==> run_1/clock_map.png <==
(4 px per um)
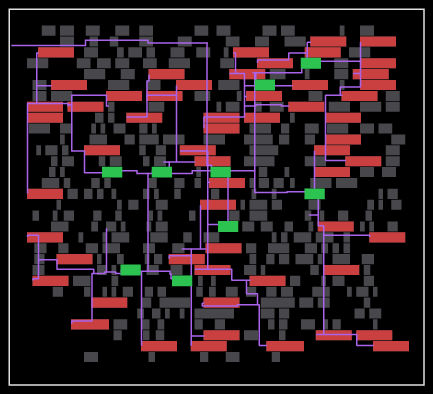
==> run_1/met3.png <==
(4 px per um) Cells faint in the background.
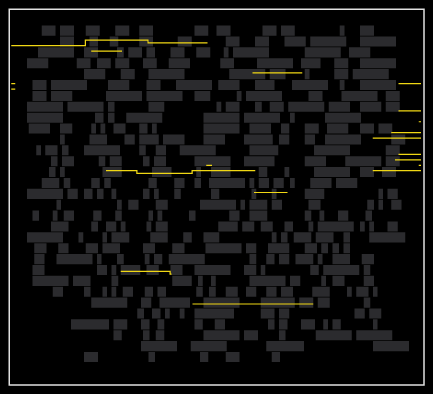
==> run_1/cell_classes.png <==
(3 px per um)
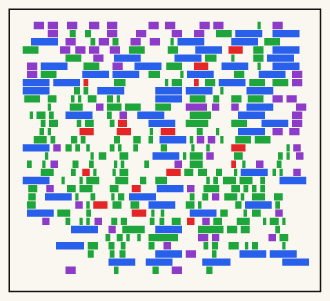
`config.mk`:
```
export PLATFORM = sky130hd
export DESIGN_NAME = vga_capture_flat
export DESIGN_NICKNAME = d
export VERILOG_FILES = /design/src/rtl/vga_capture_pkg.sv /design/src/rtl/vga_capture_if.sv /design/src/rtl/vga_capture_packer.sv /design/src/rtl/vga_capture.sv /design/src/flat_wrapper.sv
export SDC_FILE = /design/constraint.sdc
export NUM_CORES = 1
export LEC_CHECK = 0
export CELL_PAD_IN_SITES_DETAIL_PLACEMENT = 1
export CELL_PAD_IN_SITES_GLOBAL_PLACEMENT = 2
export CORE_ASPECT_RATIO = 0.9
export CORE_MARGIN = 3
export CORE_UTILIZATION = 36
export CTS_CLUSTER_DIAMETER = 150
export DETAILED_ROUTE_END_ITERATION = 10
export PLACE_DENSITY_LB_ADDON = 0.1
export SLEW_MARGIN = 20
export SYNTH_ARGS = -nofsm -noshare
export SYNTH_HDL_FRONTEND = slang
export SYNTH_HIERARCHICAL = 1
export SYNTH_SLANG_ARGS = --single-unit
```
`constraint.sdc`:
```
create_clock -name clk -period 3 [get_ports clk]
set_input_delay 0.75 -clock clk [delete_from_list [all_inputs] [get_ports clk]]
set_output_delay 0.75 -clock clk [all_outputs]
set_load 0.005 [all_outputs]
```
`src/rtl/vga_capture_pkg.sv`:
```
// Shared VGA timing constants, capture-window geometry and FSM state type.
// The transmitter side uses the same numbers, so both ends agree on the raster.
package vga_capture_pkg;

  localparam int unsigned H_VISIBLE    = 640;
  localparam int unsigned H_SYNC_START = 656;
  localparam int unsigned H_SYNC_END   = 752;
  localparam int unsigned H_TOTAL      = 800;

  localparam int unsigned V_VISIBLE    = 480;
  localparam int unsigned V_SYNC_START = 490;
  localparam int unsigned V_SYNC_END   = 492;
  localparam int unsigned V_TOTAL      = 525;

  localparam int unsigned FRAME_W = 256;
  localparam int unsigned FRAME_H = 224;
  localparam int unsigned SCALE   = 2;
  localparam int unsigned WIN_X0  = 64;
  localparam int unsigned WIN_Y0  = 16;

  localparam int unsigned CNT_W = 10;

  typedef enum logic [1:0] {
    StSearch,
    StVerify,
    StLocked
  } sync_state_e;

  function automatic int unsigned frame_bytes(input int unsigned w, input int unsigned h);
    return (w * h) / 8;
  endfunction

endpackage

```
`src/rtl/vga_capture_if.sv`:
```
// VGA input stream plus capture-RAM write port and status flags.
// master drives the video stream; slave is the capture block.
interface vga_capture_if #(
  parameter int unsigned RAM_ADDR_WIDTH = 13,
  parameter int unsigned XLEN           = 8
);
  logic [3:0]                vga_red;
  logic [3:0]                vga_green;
  logic [3:0]                vga_blue;
  logic                      h_sync;
  logic                      v_sync;
  logic [RAM_ADDR_WIDTH-1:0] cap_addr;
  logic [XLEN-1:0]           cap_data;
  logic                      cap_we;
  logic                      locked;
  logic                      frame_done;
  logic                      sync_error;

  modport master (
    output vga_red, vga_green, vga_blue, h_sync, v_sync,
    input  cap_addr, cap_data, cap_we, locked, frame_done, sync_error
  );

  modport slave (
    input  vga_red, vga_green, vga_blue, h_sync, v_sync,
    output cap_addr, cap_data, cap_we, locked, frame_done, sync_error
  );
endinterface

```
`src/rtl/vga_capture_packer.sv`:
```
// Packs one-bit frame samples LSB-first into bytes and issues the capture-RAM write
// for each completed byte; flags the final byte of the frame.
module vga_capture_packer
  import vga_capture_pkg::*;
#(
  parameter int unsigned ADDR_W = 13,
  parameter int unsigned XLEN   = 8,
  parameter int unsigned FRM_W  = FRAME_W,
  parameter int unsigned FRM_H  = FRAME_H
) (
  input  logic              clk,
  input  logic              rst,
  input  logic              i_sample,
  input  logic              i_bit,
  input  logic [7:0]        i_fx,
  input  logic [7:0]        i_fy,
  input  logic              i_abort,
  output logic [ADDR_W-1:0] o_cap_addr,
  output logic [XLEN-1:0]   o_cap_data,
  output logic              o_cap_we,
  output logic              o_frame_done
);

  localparam int unsigned       ROW_BYTES = FRM_W / 8;
  localparam logic [ADDR_W-1:0] L_LAST    = ADDR_W'(frame_bytes(FRM_W, FRM_H) - 1);

  // Only the seven older samples are kept; the eighth goes straight to the data bus.
  logic [XLEN-2:0]   r_shift;
  logic [ADDR_W-1:0] r_cap_addr;
  logic [XLEN-1:0]   r_cap_data;
  logic              r_cap_we;
  logic              r_frame_done;

  logic [ADDR_W-1:0] w_addr;
  logic              w_write;

  assign w_addr  = ADDR_W'(32'(i_fy) * ROW_BYTES + 32'(i_fx[7:3]));
  assign w_write = i_sample && !i_abort && (i_fx[2:0] == 3'd7);

  always_ff @(posedge clk or posedge rst) begin
    if (rst) begin
      r_shift      <= '0;
      r_cap_addr   <= '0;
      r_cap_data   <= '0;
      r_cap_we     <= 1'b0;
      r_frame_done <= 1'b0;
    end else begin
      r_cap_we     <= w_write;
      r_frame_done <= w_write && (w_addr == L_LAST);
      if (i_abort) begin
        r_shift <= '0;
      end else if (i_sample) begin
        r_shift <= {i_bit, r_shift[XLEN-2:1]};
      end
      if (w_write) begin
        r_cap_addr <= w_addr;
        r_cap_data <= {i_bit, r_shift};
      end
    end
  end

  assign o_cap_addr   = r_cap_addr;
  assign o_cap_data   = r_cap_data;
  assign o_cap_we     = r_cap_we;
  assign o_frame_done = r_frame_done;

endmodule

```
`src/rtl/vga_capture.sv`:
```
// VGA receiver: locks onto h/v sync timing and down-samples the active window into
// a byte-packed one-bit frame written to the capture RAM.
module vga_capture
  import vga_capture_pkg::*;
#(
  parameter int unsigned RAM_SIZE       = 8 * 1024,
  parameter int unsigned RAM_ADDR_WIDTH = $clog2(RAM_SIZE),
  parameter int unsigned XLEN           = 8,
  parameter int unsigned H_FALL         = H_SYNC_START,
  parameter int unsigned H_RISE         = H_SYNC_END,
  parameter int unsigned H_TOT          = H_TOTAL,
  parameter int unsigned V_FALL         = V_SYNC_START,
  parameter int unsigned V_TOT          = V_TOTAL,
  parameter int unsigned WIN_X          = WIN_X0,
  parameter int unsigned WIN_Y          = WIN_Y0,
  parameter int unsigned FRM_W          = FRAME_W,
  parameter int unsigned FRM_H          = FRAME_H
) (
  input logic           clk,
  input logic           rst,
  vga_capture_if.slave  cap_if
);

  localparam logic [CNT_W-1:0] L_H_FALL = CNT_W'(H_FALL);
  localparam logic [CNT_W-1:0] L_H_RISE = CNT_W'(H_RISE);
  localparam logic [CNT_W-1:0] L_X_LAST = CNT_W'(H_TOT - 1);
  localparam logic [CNT_W-1:0] L_V_FALL = CNT_W'(V_FALL);
  localparam logic [CNT_W-1:0] L_Y_LAST = CNT_W'(V_TOT - 1);
  localparam logic [CNT_W-1:0] L_X0     = CNT_W'(WIN_X);
  localparam logic [CNT_W-1:0] L_X1     = CNT_W'(WIN_X + SCALE * FRM_W);
  localparam logic [CNT_W-1:0] L_Y0     = CNT_W'(WIN_Y);
  localparam logic [CNT_W-1:0] L_Y1     = CNT_W'(WIN_Y + SCALE * FRM_H);

  // r_x/r_y always hold the raster position of the pixel currently on the inputs.
  logic [CNT_W-1:0] r_x, r_y, w_x_next, w_y_next;
  logic             r_hs_prev, r_vs_prev;
  sync_state_e      r_state, w_state_next;
  logic             r_armed, w_armed_next;
  logic             r_locked, r_sync_error;

  logic       w_hs_fall, w_hs_rise, w_vs_fall, w_mismatch;
  logic       w_in_win, w_sample, w_lit;
  logic [7:0] w_fx, w_fy;

  assign w_hs_fall = r_hs_prev & ~cap_if.h_sync;
  assign w_hs_rise = ~r_hs_prev & cap_if.h_sync;
  assign w_vs_fall = r_vs_prev & ~cap_if.v_sync;

  assign w_mismatch = (r_state != StSearch) &&
                      ((w_hs_fall && (r_x != L_H_FALL)) ||
                       (w_hs_rise && (r_x != L_H_RISE)) ||
                       (w_vs_fall && ((r_x != '0) || (r_y != L_V_FALL))));

  assign w_lit    = |{cap_if.vga_red, cap_if.vga_green, cap_if.vga_blue};
  assign w_in_win = (r_x >= L_X0) && (r_x < L_X1) && (r_y >= L_Y0) && (r_y < L_Y1);
  assign w_sample = r_armed && w_in_win && !r_x[0] && !r_y[0] && !w_mismatch;
  assign w_fx     = 8'((r_x - L_X0) >> 1);
  assign w_fy     = 8'((r_y - L_Y0) >> 1);

  always_comb begin
    w_x_next = r_x + 1'b1;
    w_y_next = r_y;
    if ((r_state == StSearch) && w_vs_fall) begin
      // The falling v_sync pixel is (0, V_FALL), so the next one is x=1.
      w_x_next = CNT_W'(1);
      w_y_next = L_V_FALL;
    end else if (r_x == L_X_LAST) begin
      w_x_next = '0;
      w_y_next = (r_y == L_Y_LAST) ? '0 : r_y + 1'b1;
    end
  end

  always_comb begin
    w_state_next = r_state;
    case (r_state)
      StSearch: if (w_vs_fall) w_state_next = StVerify;
      StVerify: begin
        if (w_mismatch)     w_state_next = StSearch;
        else if (w_vs_fall) w_state_next = StLocked;
      end
      StLocked: if (w_mismatch) w_state_next = StSearch;
      default:  w_state_next = StSearch;
    endcase
  end

  always_comb begin
    w_armed_next = r_armed;
    if (w_mismatch) begin
      w_armed_next = 1'b0;
    end else if ((r_state == StLocked) && (r_x == '0) && (r_y == '0)) begin
      w_armed_next = 1'b1;
    end
  end

  always_ff @(posedge clk or posedge rst) begin
    if (rst) begin
      r_x          <= '0;
      r_y          <= '0;
      r_hs_prev    <= 1'b1;
      r_vs_prev    <= 1'b1;
      r_state      <= StSearch;
      r_armed      <= 1'b0;
      r_locked     <= 1'b0;
      r_sync_error <= 1'b0;
    end else begin
      r_x          <= w_x_next;
      r_y          <= w_y_next;
      r_hs_prev    <= cap_if.h_sync;
      r_vs_prev    <= cap_if.v_sync;
      r_state      <= w_state_next;
      r_armed      <= w_armed_next;
      r_locked     <= (w_state_next == StLocked);
      r_sync_error <= w_mismatch;
    end
  end

  assign cap_if.locked     = r_locked;
  assign cap_if.sync_error = r_sync_error;

  vga_capture_packer #(
    .ADDR_W (RAM_ADDR_WIDTH),
    .XLEN   (XLEN),
    .FRM_W  (FRM_W),
    .FRM_H  (FRM_H)
  ) u_packer (
    .clk          (clk),
    .rst          (rst),
    .i_sample     (w_sample),
    .i_bit        (w_lit),
    .i_fx         (w_fx),
    .i_fy         (w_fy),
    .i_abort      (w_mismatch),
    .o_cap_addr   (cap_if.cap_addr),
    .o_cap_data   (cap_if.cap_data),
    .o_cap_we     (cap_if.cap_we),
    .o_frame_done (cap_if.frame_done)
  );

endmodule

```
`src/flat_wrapper.sv`:
```
// flat-port wrapper written by rule: the top's interface ports become plain ports
module vga_capture_flat import vga_capture_pkg::*;
#(
  parameter int unsigned RAM_SIZE       = 8 * 1024,
  parameter int unsigned RAM_ADDR_WIDTH = $clog2(RAM_SIZE),
  parameter int unsigned XLEN           = 8,
  parameter int unsigned H_FALL         = H_SYNC_START,
  parameter int unsigned H_RISE         = H_SYNC_END,
  parameter int unsigned H_TOT          = H_TOTAL,
  parameter int unsigned V_FALL         = V_SYNC_START,
  parameter int unsigned V_TOT          = V_TOTAL,
  parameter int unsigned WIN_X          = WIN_X0,
  parameter int unsigned WIN_Y          = WIN_Y0,
  parameter int unsigned FRM_W          = FRAME_W,
  parameter int unsigned FRM_H          = FRAME_H
)
  (clk, rst, cap_if_vga_red, cap_if_vga_green, cap_if_vga_blue, cap_if_h_sync, cap_if_v_sync, cap_if_cap_addr, cap_if_cap_data, cap_if_cap_we, cap_if_locked, cap_if_frame_done, cap_if_sync_error);
  vga_capture_if #(.RAM_ADDR_WIDTH(RAM_ADDR_WIDTH), .XLEN(XLEN)) cap_if_i ();
  input logic clk;
  input logic rst;
  input wire logic [$bits(cap_if_i.vga_red)-1:0] cap_if_vga_red;
  input wire logic [$bits(cap_if_i.vga_green)-1:0] cap_if_vga_green;
  input wire logic [$bits(cap_if_i.vga_blue)-1:0] cap_if_vga_blue;
  input wire logic [$bits(cap_if_i.h_sync)-1:0] cap_if_h_sync;
  input wire logic [$bits(cap_if_i.v_sync)-1:0] cap_if_v_sync;
  output wire logic [$bits(cap_if_i.cap_addr)-1:0] cap_if_cap_addr;
  output wire logic [$bits(cap_if_i.cap_data)-1:0] cap_if_cap_data;
  output wire logic [$bits(cap_if_i.cap_we)-1:0] cap_if_cap_we;
  output wire logic [$bits(cap_if_i.locked)-1:0] cap_if_locked;
  output wire logic [$bits(cap_if_i.frame_done)-1:0] cap_if_frame_done;
  output wire logic [$bits(cap_if_i.sync_error)-1:0] cap_if_sync_error;
  assign cap_if_i.vga_red = cap_if_vga_red;
  assign cap_if_i.vga_green = cap_if_vga_green;
  assign cap_if_i.vga_blue = cap_if_vga_blue;
  assign cap_if_i.h_sync = cap_if_h_sync;
  assign cap_if_i.v_sync = cap_if_v_sync;
  assign cap_if_cap_addr = cap_if_i.cap_addr;
  assign cap_if_cap_data = cap_if_i.cap_data;
  assign cap_if_cap_we = cap_if_i.cap_we;
  assign cap_if_locked = cap_if_i.locked;
  assign cap_if_frame_done = cap_if_i.frame_done;
  assign cap_if_sync_error = cap_if_i.sync_error;
  vga_capture #(.RAM_SIZE(RAM_SIZE), .RAM_ADDR_WIDTH(RAM_ADDR_WIDTH), .XLEN(XLEN), .H_FALL(H_FALL), .H_RISE(H_RISE), .H_TOT(H_TOT), .V_FALL(V_FALL), .V_TOT(V_TOT), .WIN_X(WIN_X), .WIN_Y(WIN_Y), .FRM_W(FRM_W), .FRM_H(FRM_H)) u_core (.clk(clk), .rst(rst), .cap_if(cap_if_i));
endmodule
```
==> flow_summary.yaml, run 1 <==
# implementation run metrics
clock_network:
  cts_buffers: 9
  cts_resized: 0
  cts_max_level: 3
  cts_root_buf: "clkbuf_8"
  cts_buffer_depth: 2
  cts_hold_buf: 0
  post_cts_buffers: 0
  clkTransAtPathRegs_ns: 0.07
sta:
  slew_headroom_pct: 69.5
  hold_violations: 0
  fin_crit_ns: 2.74
  worstMarginPinSlew_ns: 0.457
  finalSetupViolCount: 0
  fin_crit_sh_pct: 91.4
  timing.hold.ws_ns: 0.507
  rsz0062_at_grt: "false"
  clock.fmax_mhz: 365
  final-max-slew-violation-count: 0
logic_synthesis:
  ys_area_um2: 3070
  ys_ff: 57
  yosys_warnings: 6
  yosysCellCount: 270
  synth-edff-count: 0
  ys_top_cells_by_area: "dfrtp_1 45%, mux2_4 8.8%, ha_1 5.7%"
  syn-instance-count: 270
  synth.distinct_cells: 50
  synthesis.area_um2: 3070
  synth_area_per_cell_um2: 11.4
  ys_seq_share_pct: 46.6
  synth_top_area_share_pct: 44.9
  async_flop_share_pct: 100
die:
  rows: 31
  die_area_um2: 9660
setup_path:
  worst-setup-path-type: "register to register"
  required_ns: 3.22
  arrival_ns: 2.96
  cp-end-kind: "register"
  critical-path-max-stage-delay_ns: 0.38
  start_kind: "register"
  r2r_slack_ns: 0.26
  crit_fanout: 12
  reg2reg_to: "u_core/u_packer/o_cap_data[0]$_DFFE_PP0P_"
  reg2regPathDepth: 12
  worstSetupStartpoint: "u_core/r_x[1]$_DFF_PP0_"
power:
  vdd_ir_drop_max_v: 0.000208
  switchingPower_uw: 518
  power_frac_comb_pct: 16.7
  total_power_mw: 1.75
  sequentialPowerShare_pct: 47.5
  cellPowerDensity_nw_per_um2: 446
  leakage_nw: 1.76
drt:
  drtAntennaViolNets: 0
  viasPerCell: 4.90
  wl_per_cell_um: 16.8
  drt-initial-drc-count: 59
  dr.pass1.iters: 4
  route.detailed.drc: 0
  vias: 2244
  finalWirelength_um: 7710
cells_and_area:
  final_cell_area_um2: 3920
  antennaDiodeCount: 0
  drive_above_1_share_pct: 22.7
  mostFrequentLayoutCells: "55 x dfrtp_1, 40 x clkdlybuf4s50_1, 26 x buf_4, 24 x nor2_1, 18 x mux2_4"
  lay_top_count: "dfrtp_1"
  area_growth_pct: 27.7
grt:
  grt_pass1_vias: 2462
  grt_max_degree: 31
hold_path:
  hp-class: "register to register"
  hold_end: "u_core/r_armed$_DFFE_PP0P_"
run:
  maxCapViolCount: 0
  warnings: 36
place:
  portBuffers: 40
  place_area_um2: 3720
  finalWeightedCongestion: 0.778
status:
  status: "complete, no violations"
About clock_map.png:
clock wires: in purple, length 844 um. cells driving clock nets: in green, count 9. flip-flops: in red, count 57.
Position of the flops: widely spread.
Clock power frac: 35.8%
Setup Skew: 0.00944 ns
Clk Latency, worst-skew pair: 0.34 ns
Clk. pwr: 626 uW

About met3.png:
The longest straight run is 29.9 um. The wires run mostly horizontal. The layer carries 215 um of wire.

About cell_classes.png:
clock drivers and dummy loads: in red, cells 16. all other logic: in green, cells 203. flip-flops: in blue, cells 57. other buffers and delay cells: in purple, cells 67.
sequential cell area share: 36.5%
final core occ: 47.8%
Core Box Area: 8180 um^2

[run 1: metrics by stage]
step | setup slack (ns) | TNS, ns | std cells
after global placement | 0.0299 | 0 | 442
final | 0.259 | 0 | 458
after detailed placement | -0.00184 | -0.00184 | 442
after floorplan | 0.270 | 0 | 270
after CTS | 0.143 | 0 | 458
after global routing | 0.0287 | 0 | 458
[run 1: final cells by class]
| class | instances | area, um^2 |
|---|---|---|
| Clock buffer | 9 | 124 |
| Fill cell | 903 | 4270 |
| Timing Repair Buffer | 67 | 616 |
| Tap cell | 115 | 144 |
| Sequential cell | 57 | 1430 |
| Inverter | 14 | 52.6 |
| Clock inverter | 7 | 47.5 |
| Multi-Input combinational cell | 189 | 1500 |
[run 1: worst max-delay path, delay by kind of cell, from the launching register on]
family | cells | cell delay [ns]
multiplexers | 1 | 0.33
AND/OR/NAND/NOR | 4 | 0.65
AND-OR/OR-AND | 3 | 0.67
adder cells (fa/ha/maj) | 1 | 0.17
buffers and inverters | 3 | 0.39
flip-flops | 1 | 0.38
[run 1: kinds of logic (layout without fill, tap and decap cells)]
family / Yosys count / in the layout / synth area share, %
and+or+nand+nor: 102 / 102 / 19.5
DFF: 57 / 57 / 46.6
AOI/OAI and AO/OA: 35 / 35 / 7.96
muxes: 28 / 28 / 12.2
buffers and inverters: 24 / 97 / 5.18
adders and majority gates: 14 / 14 / 5.71
xor gates and xnor gates: 10 / 10 / 2.86
[run 1: power by group through the flow]
stage                     clock, mW  sequential (mW)  combinational, mW
after global routing          0.689            0.834              0.328
after CTS                     0.653            0.824              0.288
final                         0.626            0.829              0.291
after detailed placement          0            0.839              0.283
after floorplan                   0            0.866              0.117
after global placement            0            0.838              0.281
[run 1: cell usage after synthesis (all sizes together), types with 2 or more instances]
library cell / n
and2: 3
and4: 2
or2: 2
o221ai: 2
mux2: 21
nand3: 12
buf: 9
mux2i: 7
nand4b: 2
dfrtp: 55
nor3: 6
and4b: 2
nor4b: 3
nor4: 4
dfstp: 2
o311ai: 3
o21ai: 10
inv: 14
nand4: 6
xnor2: 3
xor2: 7
and3: 6
nor2: 25
nand2: 17
ha: 14
nand2b: 7
a21oi: 13
a31oi: 2
[run 1: registers in the layout, summed over array words and instances, names as in the netlist, 2 cells and up]
signal                      flops
u_core/u_packer/o_cap_addr     13
u_core/r_state                  2
u_core/u_packer/o_cap_data      8
u_core/u_packer/r_shift         7
u_core/r_x                     10
u_core/r_y                     10
[run 1: per-layer routing]
| metal | part of all wire [%] | global-route usage, % | vias to the layer above |
|---|---|---|---|
| met5 | 0 | 0 | - |
| met4 | 1.1 | 4.85 | 0 |
| met3 | 2.8 | 4.18 | 7 |
| met2 | 47 | 26.9 | 24 |
| met1 | 49 | 25.8 | 1120 |
| li1 | - | - | 1093 |
## Run 2: what changed since run 1
- CTS_CLUSTER_SIZE: unset -> 28
- SLEW_MARGIN: 20 -> unset
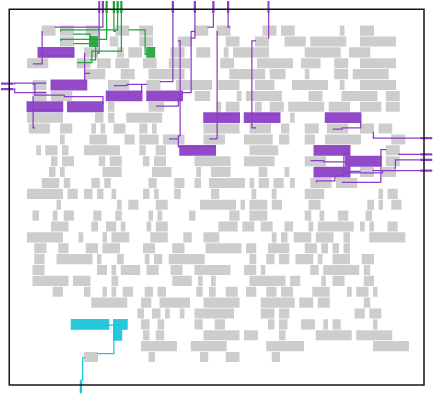
(run_2/port_nets.png)
(4 px per um)
cap_if_vga_blue: in green, direction input, edge north, end cells 2, buffers 4, wire 94.5 um. cap_if_cap_addr: in purple, direction output, edge 7 north, 4 east, 2 west, end cells 13, buffers 13, wire 404 um. cap_if_v_sync: in cyan, direction input, edge south, end cells 3, buffers 1, wire 30.3 um.
io pins: 41
Port Buf Inserts: 40

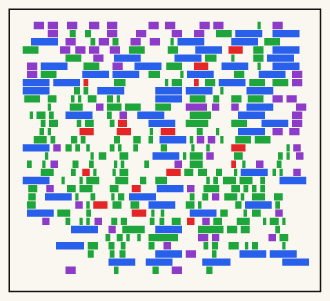
(run_2/cell_classes.png)
(3 px per um)
clock drivers and dummy loads: in red, cells 16. all other logic: in green, cells 203. flip-flops: in blue, cells 57. other buffers and delay cells: in purple, cells 67.

==> run 2 against run 1 <==
Setup slack did not move. Flip-flop count unchanged. Clock-buffer cell count stayed put. Clock power barely moved. Area after synthesis unchanged. Critical path type unchanged. Critical endpoint unchanged. Largest cell class unchanged.
==> flow_summary.yaml, run 2 <==
# implementation run metrics
sta:
  slew_headroom_pct: 69.5
  fin_ws_ns: 0.259
  worstMarginPinSlew_ns: 0.457
  finalSetupViolCount: 0
  fin_crit_sh_pct: 91.4
  hold_violations: 0
  timing.hold.ws_ns: 0.507
  clock.fmax_mhz: 365
  fin_crit_ns: 2.74
  final-max-slew-violation-count: 0
  rsz0062_at_grt: "false"
  finClkSkew_ns: 0.00944
status:
  status: "complete, no violations"
cells_and_area:
  drive_above_1_share_pct: 22.7
  postLayoutCoreUtil_pct: 47.8
  antennaDiodeCount: 0
  lay_top_count: "dfrtp_1"
  nFillCells: 903
  instances_no_fill: 458
  area_growth_pct: 27.7
  mostFrequentLayoutCells: "55 x dfrtp_1, 40 x clkdlybuf4s50_1, 26 x buf_4, 24 x nor2_1, 18 x mux2_4"
setup_path:
  crit_fanout: 12
  reg2regPathDepth: 12
  worstSetupStartpoint: "u_core/r_x[1]$_DFF_PP0_"
  arrival_ns: 2.96
  required_ns: 3.22
  worst-path-buf-inv: 3
  critical-path-max-stage-delay_ns: 0.38
  cp_num_cells: 12
  start_kind: "register"
  cp-end-kind: "register"
logic_synthesis:
  synth_area_per_cell_um2: 11.4
  synth.distinct_cells: 50
  synth_top_area_share_pct: 44.9
  ys_top_cells_by_area: "dfrtp_1 45%, mux2_4 8.8%, ha_1 5.7%"
  syn-instance-count: 270
  yosysCellCount: 270
  ys_ff: 57
  synth-edff-count: 0
  yosys_warnings: 6
  ys_seq_share_pct: 46.6
  top_cell: "dfrtp_1"
  synthesis.area_um2: 3070
  ys_area_um2: 3070
  async_flop_share_pct: 100
  top_cells_by_count: "55 x dfrtp_1, 24 x nor2_1, 18 x mux2_4, 16 x nand2_1"
power:
  vdd_ir_drop_max_v: 0.000208
  total_power_mw: 1.75
  leakage_nw: 1.76
  cellPowerDensity_nw_per_um2: 446
die:
  core_um2: 8180
  die_area_um2: 9660
  rows: 31
run:
  warnings: 36
  maxCapViolCount: 0
clock_network:
  clock_latency_ns: 0.34
  cts_hold_buf: 0
  cts_sinks: 57
  cts_resized: 0
  clkTransAtPathRegs_ns: 0.07
  cts_buffers: 9
  cts_root_buf: "clkbuf_8"
  post_cts_buffers: 0
  cts_max_level: 3
  cts_buffer_depth: 2
drt:
  vias: 2244
  wl_per_cell_um: 16.8
  viasPerCell: 4.90
  drtAntennaViolNets: 0
  drt-initial-drc-count: 59
  finalWirelength_um: 7710
  route.detailed.drc: 0
grt:
  grt_max_degree: 31
  grt_pass1_vias: 2462
  overflow: 0
place:
  place_area_um2: 3720
  placedCellCount: 442
  dpl_worst_slack_ns: -0.00184
  finalWeightedCongestion: 0.778
hold_path:
  hp-class: "register to register"
## run 2: cell counts after synthesis
No cell type changed its count.
## run 2: kinds of logic (layout without fill, tap and decap cells)
family / Yosys count / count (layout) / synth area share [%]
simple gates: 102 / 102 / 19.5
flops: 57 / 57 / 46.6
compound gates: 35 / 35 / 7.96
mux: 28 / 28 / 12.2
buf+inv: 24 / 97 / 5.18
fa+ha+maj: 14 / 14 / 5.71
xor+xnor: 10 / 10 / 2.86
## run 2: per-layer routing
layer  share of wire [%]  wire length [um]  up-vias  track usage (%)
met5                   0                 0        -                0
met4                 1.1                85        0             4.85
met3                 2.8               214        7             4.18
met2                  47              3650       24             26.9
met1                  49              3760     1120             25.8
li1                    -                 -     1093                -
## run 2: power by group
group / switching (mW) / internal (mW)
Clock: 0.329 / 0.297
Sequential: 0.0256 / 0.803
Combinational: 0.163 / 0.128
Total: 0.518 / 1.23
## run 2: worst reg2reg max path, delay by kind of cell, from the launching register on
kind	cells	cell delay (ns)
simple gates	4	0.65
fa+ha+maj	1	0.17
buf+inv	3	0.39
mux	1	0.34
compound gates	3	0.67
flops	1	0.38
## run 2: final timing paths
kind	to	slack, ns
worst max-delay path	u_core/u_packer/o_cap_data[0]$_DFFE_PP0P_	0.26
worst min-delay path	u_core/r_armed$_DFFE_PP0P_	0.51
worst max register to register	u_core/u_packer/o_cap_data[0]$_DFFE_PP0P_	0.26
worst min register to register	u_core/r_armed$_DFFE_PP0P_	0.51
max in group asynchronous	u_core/r_vs_prev$_DFF_PP1_	1.85
min in group asynchronous	u_core/u_packer/o_cap_addr[2]$_DFFE_PP0P_	0.82
## run 2: final cells by class
class                      count  area [um^2]  area share [%]
clock inverter                 7         47.5            1.21
inverter                      14         52.6            1.34
sequential                    57         1430            36.5
clock buffer                   9          124            3.16
timing repair buffer          67          616            15.7
tap                          115          144            3.68
multi-input combinational    189         1500            38.4
Power is estimated from default activity; no workload was simulated.
